--- src/rtl/ravenoc_pkg.sv ---
// Shared types and defaults for the RaveNoC virtual-channel input buffer.
package ravenoc_pkg;

   localparam int N_VC_DEF   = 3;
   localparam int SLOTS_DEF  = 4;
   localparam int WIDTH_DEF  = 34;
   localparam int STAT_CNT_W = 16;

   // Width of a VC index; a single lane still needs one select bit.
   function automatic int vc_width(input int n);
      return (n > 1) ? $clog2(n) : 1;
   endfunction

   localparam int VC_W_DEF = vc_width(N_VC_DEF);

   typedef logic [VC_W_DEF-1:0]  vc_id_t;
   typedef logic [WIDTH_DEF-1:0] flit_t;

   // Per-lane status; count is zero-extended to a generous fixed width so the
   // struct stays independent of the lane depth.
   typedef struct packed {
      logic                  full;
      logic                  empty;
      logic                  afull;
      logic [STAT_CNT_W-1:0] count;
   } lane_status_t;

endpackage

--- src/rtl/ravenoc_vc_lane.sv ---
// One virtual-channel lane: a circular FIFO of SLOTS flits with explicit
// pointer wrap, so any depth works.
module ravenoc_vc_lane
   import ravenoc_pkg::*;
#(
   parameter int SLOTS    = SLOTS_DEF,
   parameter int WIDTH    = WIDTH_DEF,
   parameter int AFULL_TH = 3
) (
   input  logic             clk,
   input  logic             rst,
   input  logic             push,
   input  logic             pop,
   input  logic             pop_ok_when_full,
   input  logic [WIDTH-1:0] data,
   output logic             push_ok,
   output logic             pop_ok,
   output logic [WIDTH-1:0] head,
   output lane_status_t     status
);

   localparam int PTR_W = $clog2(SLOTS);
   localparam int CNT_W = $clog2(SLOTS + 1);
   localparam logic [PTR_W-1:0] LAST_PTR = PTR_W'(SLOTS - 1);
   localparam logic [CNT_W-1:0] FULL_CNT = CNT_W'(SLOTS);
   localparam logic [CNT_W-1:0] AFULL_CNT = CNT_W'(AFULL_TH);

   logic [WIDTH-1:0] mem [SLOTS];
   logic [PTR_W-1:0] wr_ptr;
   logic [PTR_W-1:0] rd_ptr;
   logic [CNT_W-1:0] count;
   logic             is_full;
   logic             is_empty;

   function automatic logic [PTR_W-1:0] next_ptr(input logic [PTR_W-1:0] p);
      return (p == LAST_PTR) ? '0 : p + PTR_W'(1);
   endfunction

   assign is_full  = (count == FULL_CNT);
   assign is_empty = (count == '0);

   // A pop never sees a same-cycle push (no bypass); a push into a full lane
   // is only allowed when the head leaves in the same cycle.
   assign pop_ok  = pop && !is_empty;
   assign push_ok = push && (!is_full || (pop_ok_when_full && pop_ok));

   // Pointer and occupancy bookkeeping.
   always_ff @(posedge clk) begin
      if (rst) begin
         wr_ptr <= '0;
         rd_ptr <= '0;
         count  <= '0;
      end else begin
         if (push_ok) wr_ptr <= next_ptr(wr_ptr);
         if (pop_ok)  rd_ptr <= next_ptr(rd_ptr);
         if (push_ok && !pop_ok)      count <= count + CNT_W'(1);
         else if (!push_ok && pop_ok) count <= count - CNT_W'(1);
      end
   end

   // Flit storage; contents are meaningless until written, so no reset.
   always_ff @(posedge clk) begin
      if (push_ok) mem[wr_ptr] <= data;
   end

   assign head   = is_empty ? '0 : mem[rd_ptr];
   assign status = '{full:  is_full,
                     empty: is_empty,
                     afull: (count >= AFULL_CNT),
                     count: STAT_CNT_W'(count)};

endmodule

--- src/rtl/ravenoc_vc_buffer.sv ---
// Multi-VC router input buffer: VC decode and range check, one lane per VC,
// head-flit mux, packed occupancy and a registered error pulse.
module ravenoc_vc_buffer
   import ravenoc_pkg::*;
#(
   parameter int N_VC     = N_VC_DEF,
   parameter int SLOTS    = SLOTS_DEF,
   parameter int WIDTH    = WIDTH_DEF,
   parameter int AFULL_TH = 3,
   localparam int VC_W    = vc_width(N_VC),
   localparam int CNT_W   = $clog2(SLOTS + 1)
) (
   input  logic                    clk,
   input  logic                    arst,
   input  logic                    write_i,
   input  logic [VC_W-1:0]         wr_vc_i,
   input  logic [WIDTH-1:0]        data_i,
   input  logic                    read_i,
   input  logic [VC_W-1:0]         rd_vc_i,
   output logic [WIDTH-1:0]        data_o,
   output logic                    error_o,
   output logic [N_VC-1:0]         full_o,
   output logic [N_VC-1:0]         empty_o,
   output logic [N_VC-1:0]         afull_o,
   output logic [N_VC*CNT_W-1:0]   occ_o
);

   localparam logic [31:0] N_VC_U = 32'(N_VC);

   logic               wr_in_range;
   logic               rd_in_range;
   logic [N_VC-1:0]    push_ok;
   logic [N_VC-1:0]    pop_ok;
   logic [WIDTH-1:0]   head [N_VC];
   lane_status_t       status [N_VC];

   assign wr_in_range = (32'(wr_vc_i) < N_VC_U);
   assign rd_in_range = (32'(rd_vc_i) < N_VC_U);

   for (genvar k = 0; k < N_VC; k++) begin : g_lane
      ravenoc_vc_lane #(
         .SLOTS    (SLOTS),
         .WIDTH    (WIDTH),
         .AFULL_TH (AFULL_TH)
      ) u_lane (
         .clk              (clk),
         .rst              (arst),
         .push             (write_i && wr_in_range && (wr_vc_i == VC_W'(k))),
         .pop              (read_i && rd_in_range && (rd_vc_i == VC_W'(k))),
         .pop_ok_when_full (1'b1),
         .data             (data_i),
         .push_ok          (push_ok[k]),
         .pop_ok           (pop_ok[k]),
         .head             (head[k]),
         .status           (status[k])
      );

      assign full_o[k]                 = status[k].full;
      assign empty_o[k]                = status[k].empty;
      assign afull_o[k]                = status[k].afull;
      assign occ_o[k*CNT_W +: CNT_W]   = status[k].count[CNT_W-1:0];
   end

   // Head flit of the selected lane; out-of-range selects read as zero.
   always_comb begin
      data_o = '0;
      for (int k = 0; k < N_VC; k++) begin
         if (rd_in_range && (rd_vc_i == VC_W'(k))) data_o = head[k];
      end
   end

   // Any requested operation that no lane accepted is an illegal access.
   always_ff @(posedge clk) begin
      if (arst) error_o <= 1'b0;
      else      error_o <= (write_i && !(|push_ok)) || (read_i && !(|pop_ok));
   end

endmodule

--- config.mk ---
export PLATFORM = sky130hd
export DESIGN_NAME = ravenoc_vc_buffer
export DESIGN_NICKNAME = d
export VERILOG_FILES = /design/src/rtl/ravenoc_pkg.sv /design/src/rtl/ravenoc_vc_lane.sv /design/src/rtl/ravenoc_vc_buffer.sv
export SDC_FILE = /design/constraint.sdc
export NUM_CORES = 1
export LEC_CHECK = 0
export CAP_MARGIN = 15
export CORE_MARGIN = 5
export CORE_UTILIZATION = 60
export CTS_BUF_LIST = sky130_fd_sc_hd__clkbuf_2 sky130_fd_sc_hd__clkbuf_4 sky130_fd_sc_hd__clkbuf_8
export DETAILED_ROUTE_END_ITERATION = 10
export PLACE_DENSITY_LB_ADDON = 0.1
export SLEW_MARGIN = 20
export SYNTH_ARGS = -nofsm -noshare
export SYNTH_HDL_FRONTEND = slang
export SYNTH_HIERARCHICAL = 1
export SYNTH_SLANG_ARGS = --single-unit
--- constraint.sdc ---
create_clock -name clk -period 6.4 [get_ports clk]
set_clock_uncertainty 0.2 [all_clocks]
set_input_delay 1.92 -clock clk [delete_from_list [all_inputs] [get_ports clk]]
set_output_delay 1.92 -clock clk [all_outputs]
set_load 0.005 [all_outputs]
Fig. 1: run 1, selected gate families
Scale: 2 px per um.
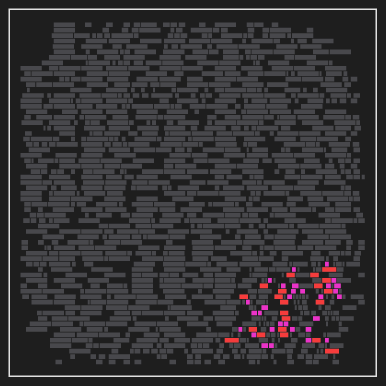
[magenta] AND and OR gates | cells: 30 | where: lower right
[red] adder and majority cells | cells: 21 | where: lower right

Fig. 2: run 1, cells by drive strength
Scale: 2 px per um.
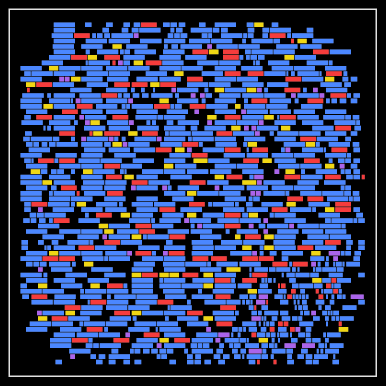
[yellow] drive 6 and up | cells: 74 | most used: clkbuf_8
[purple] drive 3 to 4 | cells: 70 | most used: buf_4
[red] drive 2 | cells: 133 | most used: mux4_2
[blue] drive 1 or less | cells: 838 | most used: edfxtp_1

Fig. 3: run 1, placed standard cells
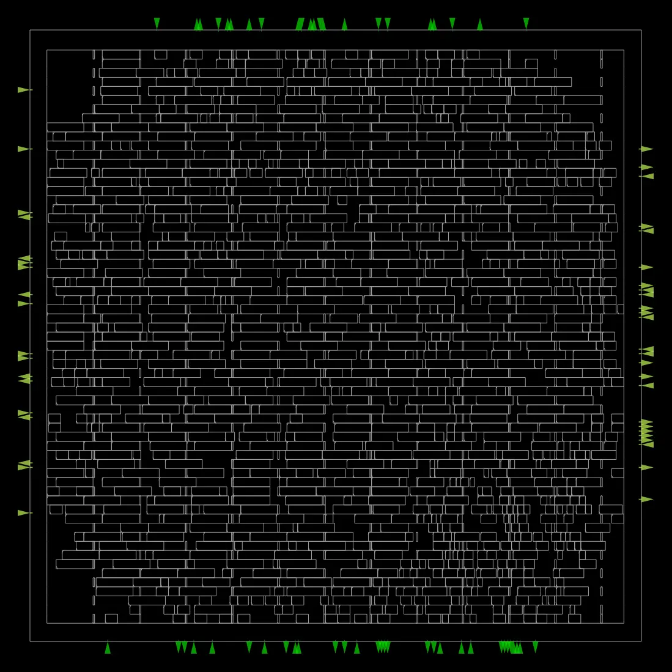
n_taps: 390
number of flip-flops and latches: 436
fill cell count: 1878
Util after Layout: 0.697

==> deck_impl_summary.md, run 1 <==
Key Metrics from the Run

Yosys
  – Number of instances in the synthesized netlist: 911
  – Synth warnings: 6
  – Synth Area per Inst: 19.7 um^2
  – Post-Syn Area: 17900 um^2

Layout
  – Count of antenna diodes in the layout: 0
  – Register with the most flip-flops: g_lane.u_lane/mem
  – Number of clock-tree buffers in the layout: 92
  – Inverter tally of the final layout excluding the clock network: 12
  – Biggest regs: g_lane.u_lane/mem: 408 flops, g_lane.u_lane/count: 9 flops
  – Sequential cell area in the final layout: 12800 um^2
  – Count of buffers not belonging to the clock network in the layout: 130
  – Leading cell kind: registers
  – P&R area growth vs syn: 15.0%
  – Fraction of final layout cells sized beyond drive strength 1: 0.248
  – Proportion of cell area occupied by multi-input gates: 0.230
  – Number of logic gates: 414
  – Number of nets in the layout: 1125
  – Multi-input gate area: 4740 um^2
  – Final cell count without fillers: 1505
  – Share of cell area taken by flip-flops and latches: 0.622
  – Area share of buffers outside the clock network: 0.0599

Die
  – Placeable core region: 29600 um^2
  – Horizontal die dimension: 183 um
  – Fp util: 0.606
  – Chip area: 33400 um^2
  – I/O pin count: 95
  – Die Height: 183 um
  – Total number of placement rows: 63

STA
  – Worst slew pin tran: 1.08 ns
  – Unrepaired setup endpoints after global routing: no
  – Maximum achievable frequency: 172 MHz
  – Worst hold slack: 0.303 ns
  – Final critical delay including setup and external delays: 5.81 ns
  – Final TNS setup: 0 ns
  – Count of final max-slew check failures: 0

Setup path
  – Critical path depth: 5
  – FF-to-FF Start: g_lane[0].u_lane/count[0]
  – Setup CP Type: input port to output pin
  – WP data required: 4.28 ns
  – Critical path's largest stage delay: 0.54 ns
  – Largest driver fanout on the critical path: 16
  – Worst-case reg-to-reg path depth: 10
  – Cell family with the largest share of critical-path delay: buffers and inverters
  – Slowest cell on the critical path: sky130_fd_sc_hd__clkdlybuf4s50_1
  – Crit-path cells: buf_2, buf_4, mux2i_1, o2bb2ai_1, clkdlybuf4s50_1
  – CP Launch Point: rd_vc_i[1]
  – Combined buffer and inverter count along the critical path: 3
  – Startpoint types: input port

Hold path
  – Cell depth of the worst hold path: 2
  – Worst hold path class: flip-flop to flip-flop
  – Startpoint of the lowest-slack hold path: g_lane[1].u_lane/rd_ptr[0]

Clocking
  – Clk ins delay skew pair: 0.58 ns
  – Cell at the root of the clock tree: sky130_fd_sc_hd__clkbuf_8
  – Count of hold buffers inserted by post-cts repair: 0
  – Buffers from clock root to sink, at most: 3
  – Gates resized, CTS repair: 0
  – TritonCTS clock tree: done
  – CTS Sinks: 436
  – Cts bufs inserted: 68

Placed design
  – Post-place instance area: 19300 um^2
  – Setup Slack @ Placement: 0.635 ns
  – Placed cells: 1382
  – Placer congestion estimate: 0.762
  – Hpwl dp: 22.0 mm
  – Number of port buffers: 94

Power and ir drop
  – Proportion of power drawn by flip-flops and latches: 0.541
  – Relative contribution of the clock network to total power: 0.369
  – Psw: 1.36 mW
  – Switching power share of the total: 0.231
  – P_leak: 6.64 nW
  – Part of the total power dissipated in combinational logic: 0.090
  – Pwr per Cell Area: 287 nW/um^2
  – Design Power: 5.91 mW
  – Max VDD drop: 200 uV
  – Internal power: 4.55 mW

Route
  – Avg Vias per Cell: 6.03
  – Average detailed-routed wire length per instance: 25.3 um
  – DRC marker count from the first detailed-route iteration: 721
  – Via count: 9076
  – Number of detailed-route iterations in the first pass: 6
  – Post-detailed-routing wire length: 38.1 mm
  – Number of antenna-violating nets in the routed design: 0

Global routing
  – Wire length of the first global-routing pass: 58.6 mm
  – Pin count of the biggest net entering global routing: 37
  – Remaining global-route overflow: 0
  – GRT Util Overall: 0.234
  – Via count of the first global-routing pass: 9555

Run
  – Max-Cap Viols: 0
  – Total tool warning count: 35

Status
  – Outcome: complete, no violations
-- run 1: power groups by stage --
stage	Sequential [mW]	Clock [mW]	Combinational (mW)
3_5_place_dp	3.26	0	0.532
3_3_place_gp	3.26	0	0.528
2_1_floorplan	3.24	0	0.295
5_1_grt	3.20	2.38	0.568
4_1_cts	3.20	2.24	0.534
6_report	3.20	2.18	0.529
-- run 1: metal layers --
metal	up-vias	wire, um	GRT usage
met2	310	19000	0.382
met1	4753	16300	0.336
met5	-	0	0
met4	0	850	0.0673
met3	57	1910	0.0373
li1	3956	-	-
-- run 1: final timing paths --
kind | endpoint | slack [ns]
setup / recovery | data_o[5] | 0.59
hold reg to reg | flip-flop | 0.30
setup reg to reg | g_lane[0].u_lane/count[2] | 3.24
hold / removal | flip-flop | 0.30
==> run 2: changes to the inputs <==
--- a/config.mk
+++ b/config.mk
@@ -5,7 +5,7 @@
 export SDC_FILE = /design/constraint.sdc
 export NUM_CORES = 1
 export LEC_CHECK = 0
-export CAP_MARGIN = 15
+export CAP_MARGIN = 20
 export CORE_MARGIN = 5
 export CORE_UTILIZATION = 60
 export CTS_BUF_LIST = sky130_fd_sc_hd__clkbuf_2 sky130_fd_sc_hd__clkbuf_4 sky130_fd_sc_hd__clkbuf_8
Fig. 4: run 2, cells by drive strength
Scale: 2 px per um.
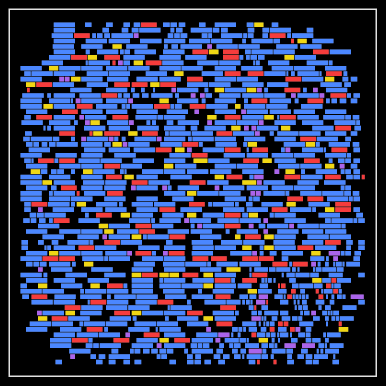
[blue] drive 1 or less | cells: 838 | most used: edfxtp_1
[purple] drive 3 to 4 | cells: 70 | most used: buf_4
[red] drive 2 | cells: 133 | most used: mux4_2
[yellow] drive 6 and up | cells: 74 | most used: clkbuf_8

==> deck_impl_summary.md, run 2 <==
Key Metrics from the Run

Setup path
  – Critical path's largest stage delay: 0.54 ns (about the same)
  – Worst Path Arrival: 3.69 ns
  – FF-to-FF Start: g_lane[0].u_lane/count[0]
  – Slowest cell on the critical path: sky130_fd_sc_hd__clkdlybuf4s50_1
  – Startpoint types: input port
  – Combined buffer and inverter count along the critical path: 3 (unchanged)
  – Cell family with the largest share of critical-path delay: buffers and inverters
  – Category of the worst setup path capture point: output pin
  – WP data required: 4.28 ns (about the same)
  – Crit-path cells: buf_2, buf_4, mux2i_1, o2bb2ai_1, clkdlybuf4s50_1
  – CP Launch Point: rd_vc_i[1]
  – Setup CP Type: input port to output pin
  – Largest driver fanout on the critical path: 16 (unchanged)

Layout
  – Number of logic gates: 414 (unchanged)
  – Number of flip-flops and latches: 436 (unchanged)
  – Inverter tally of the final layout excluding the clock network: 12 (unchanged)
  – Clock-cell share: 0.0618
  – Util after Layout: 0.697 (unchanged)
  – Biggest regs: g_lane.u_lane/mem: 408 flops, g_lane.u_lane/count: 9 flops
  – Leading cell kind: registers
  – Number of clock-tree buffers in the layout: 92 (unchanged)
  – Area share of buffers outside the clock network: 0.0599 (unchanged)
  – Multi-input gate area: 4740 um^2 (unchanged)
  – Register with the most flip-flops: g_lane.u_lane/mem
  – Number of flip-flops in the largest register: 408
  – Number of nets in the layout: 1125 (unchanged)
  – Count of antenna diodes in the layout: 0 (unchanged)
  – Proportion of cell area occupied by multi-input gates: 0.230 (unchanged)
  – Final cell count without fillers: 1505 (unchanged)
  – Top library cells by usage in the layout, fill and taps aside: sky130_fd_sc_hd__edfxtp_1, sky130_fd_sc_hd__mux4_2, sky130_fd_sc_hd__nor2b_1
  – Fraction of final layout cells sized beyond drive strength 1: 0.248 (unchanged)
  – P&R area growth vs syn: 15.0% (unchanged)
  – Most used logic cell in the final layout: sky130_fd_sc_hd__edfxtp_1
  – Sequential cell area in the final layout: 12800 um^2 (unchanged)
  – Cell area after layout: 20600 um^2
  – Fill cell count: 1878 (unchanged)
  – Count of buffers not belonging to the clock network in the layout: 130 (unchanged)
  – Share of cell area taken by flip-flops and latches: 0.622 (unchanged)

STA
  – Worst path setup slack after routing: 0.593 ns
  – Worst hold slack: 0.303 ns (unchanged)
  – Final Hold Violation Tally: 0
  – Count of final max-slew check failures: 0 (unchanged)
  – Worst slew pin tran: 1.08 ns (unchanged)
  – Final TNS setup: 0 ns (unchanged)
  – Final critical delay including setup and external delays: 5.81 ns (unchanged)
  – Share of the clock period used by the worst path: 0.907
  – Maximum achievable frequency: 172 MHz (unchanged)
  – Normalized max-slew margin: 0.279
  – Total of endpoints with negative setup slack in the final report: 0
  – Unrepaired setup endpoints after global routing: no

Clocking
  – Buffers from clock root to sink, at most: 3 (unchanged)
  – Cell at the root of the clock tree: sky130_fd_sc_hd__clkbuf_8
  – Number of H-tree levels: 3
  – Cts bufs inserted: 68 (unchanged)
  – Post-CTS setup buffers: 0
  – CTS Sinks: 436 (unchanged)
  – Clk ins delay skew pair: 0.58 ns (about the same)
  – Count of hold buffers inserted by post-cts repair: 0 (unchanged)
  – Clock transition at path regs: 0.06 ns
  – TritonCTS clock tree: done
  – Gates resized, CTS repair: 0 (unchanged)

Global routing
  – Remaining global-route overflow: 0 (unchanged)
  – Via count of the first global-routing pass: 9555 (unchanged)
  – Wire length of the first global-routing pass: 58.6 mm (unchanged)
  – GRT Util Overall: 0.234 (unchanged)
  – Initial antenna violation count: 0
  – Pin count of the biggest net entering global routing: 37 (unchanged)

Placed design
  – Placer congestion estimate: 0.762 (unchanged)
  – Hpwl dp: 22.0 mm (unchanged)
  – Post-place instance area: 19300 um^2 (unchanged)
  – Placed cells: 1382 (unchanged)
  – Setup Slack @ Placement: 0.635 ns (unchanged)

Die
  – Placeable core region: 29600 um^2 (unchanged)
  – Fp util: 0.606 (unchanged)
  – Chip area: 33400 um^2 (unchanged)
  – Total number of placement rows: 63 (unchanged)
  – I/O pin count: 95 (unchanged)
  – N_taps: 390 (unchanged)

Status
  – Outcome: complete, no violations

Power and ir drop
  – Pwr per Cell Area: 287 nW/um^2 (unchanged)
  – P_leak: 6.64 nW (unchanged)
  – Max VDD drop: 200 uV (unchanged)
  – Design Power: 5.91 mW (unchanged)

Route
  – Number of detailed-route iterations in the first pass: 6 (unchanged)
  – Average detailed-routed wire length per instance: 25.3 um (unchanged)
  – Residual DRC count: 0
  – Avg Vias per Cell: 6.03 (unchanged)
  – Via count: 9076 (unchanged)
  – Number of antenna-violating nets in the routed design: 0 (unchanged)
  – Post-detailed-routing wire length: 38.1 mm (unchanged)
  – DRC marker count from the first detailed-route iteration: 721 (unchanged)

Yosys
  – Post-Syn Area: 17900 um^2 (unchanged)
  – Synth Area per Inst: 19.7 um^2 (unchanged)
  – Number of instances in the synthesized netlist: 911 (unchanged)
  – Synth warnings: 6 (unchanged)

Run
  – Total tool warning count: 35 (unchanged)
  – Max-Cap Viols: 0 (unchanged)

Hold path
  – Worst hold path class: flip-flop to flip-flop
  – Startpoint of the lowest-slack hold path: g_lane[1].u_lane/rd_ptr[0]
Fig. 5: run 2, pin placement
Scale: 2 px per um. Pins as bars across the die edge, other pins in gray.
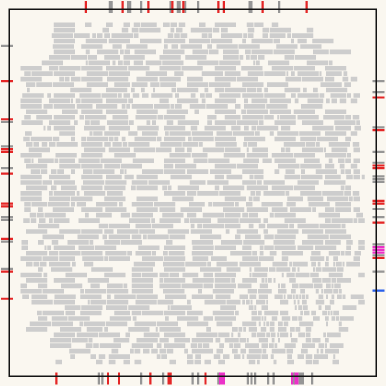
[red] data_i | pins: 34 | direction: input | edge: 10 left, 9 top, 8 right, 7 bottom
[blue] error_o | pins: 1 | direction: output | edge: right
[magenta] occ_o | pins: 9 | direction: output | edge: 6 bottom, 3 right
all pins by edge: 30 bottom, 25 right, 22 top, 18 left
horizontal die dimension: 183 um
Die Height: 183 um
number of port buffers: 94

run 2: layer usage:
metal  share of wire  wire [um]  vias up  global-route usage
met5               0          0        -                   0
met4           0.022        850        0              0.0673
met3           0.050       1910       57              0.0373
met2            0.50      19000      310               0.382
met1            0.43      16300     4753               0.336
li1                -          -     3956                   -
run 2: where the power goes:
group          internal [mW]  switching (mW)  total, mW
logic                  0.242           0.288      0.529
registers               3.16          0.0367       3.20
clock network           1.15            1.04       2.18
total                   4.55            1.36       5.91
run 2: path summary, 6_finish.rpt:
check	end	slack, ns	cells past startpoint
max	data_o[5]	0.59	5
min	flip-flop	0.30	2
max reg2reg	g_lane[0].u_lane/count[2]	3.24	10
min reg2reg	flip-flop	0.30	2
No activity file was given, so power comes from the tool's default toggle rates.
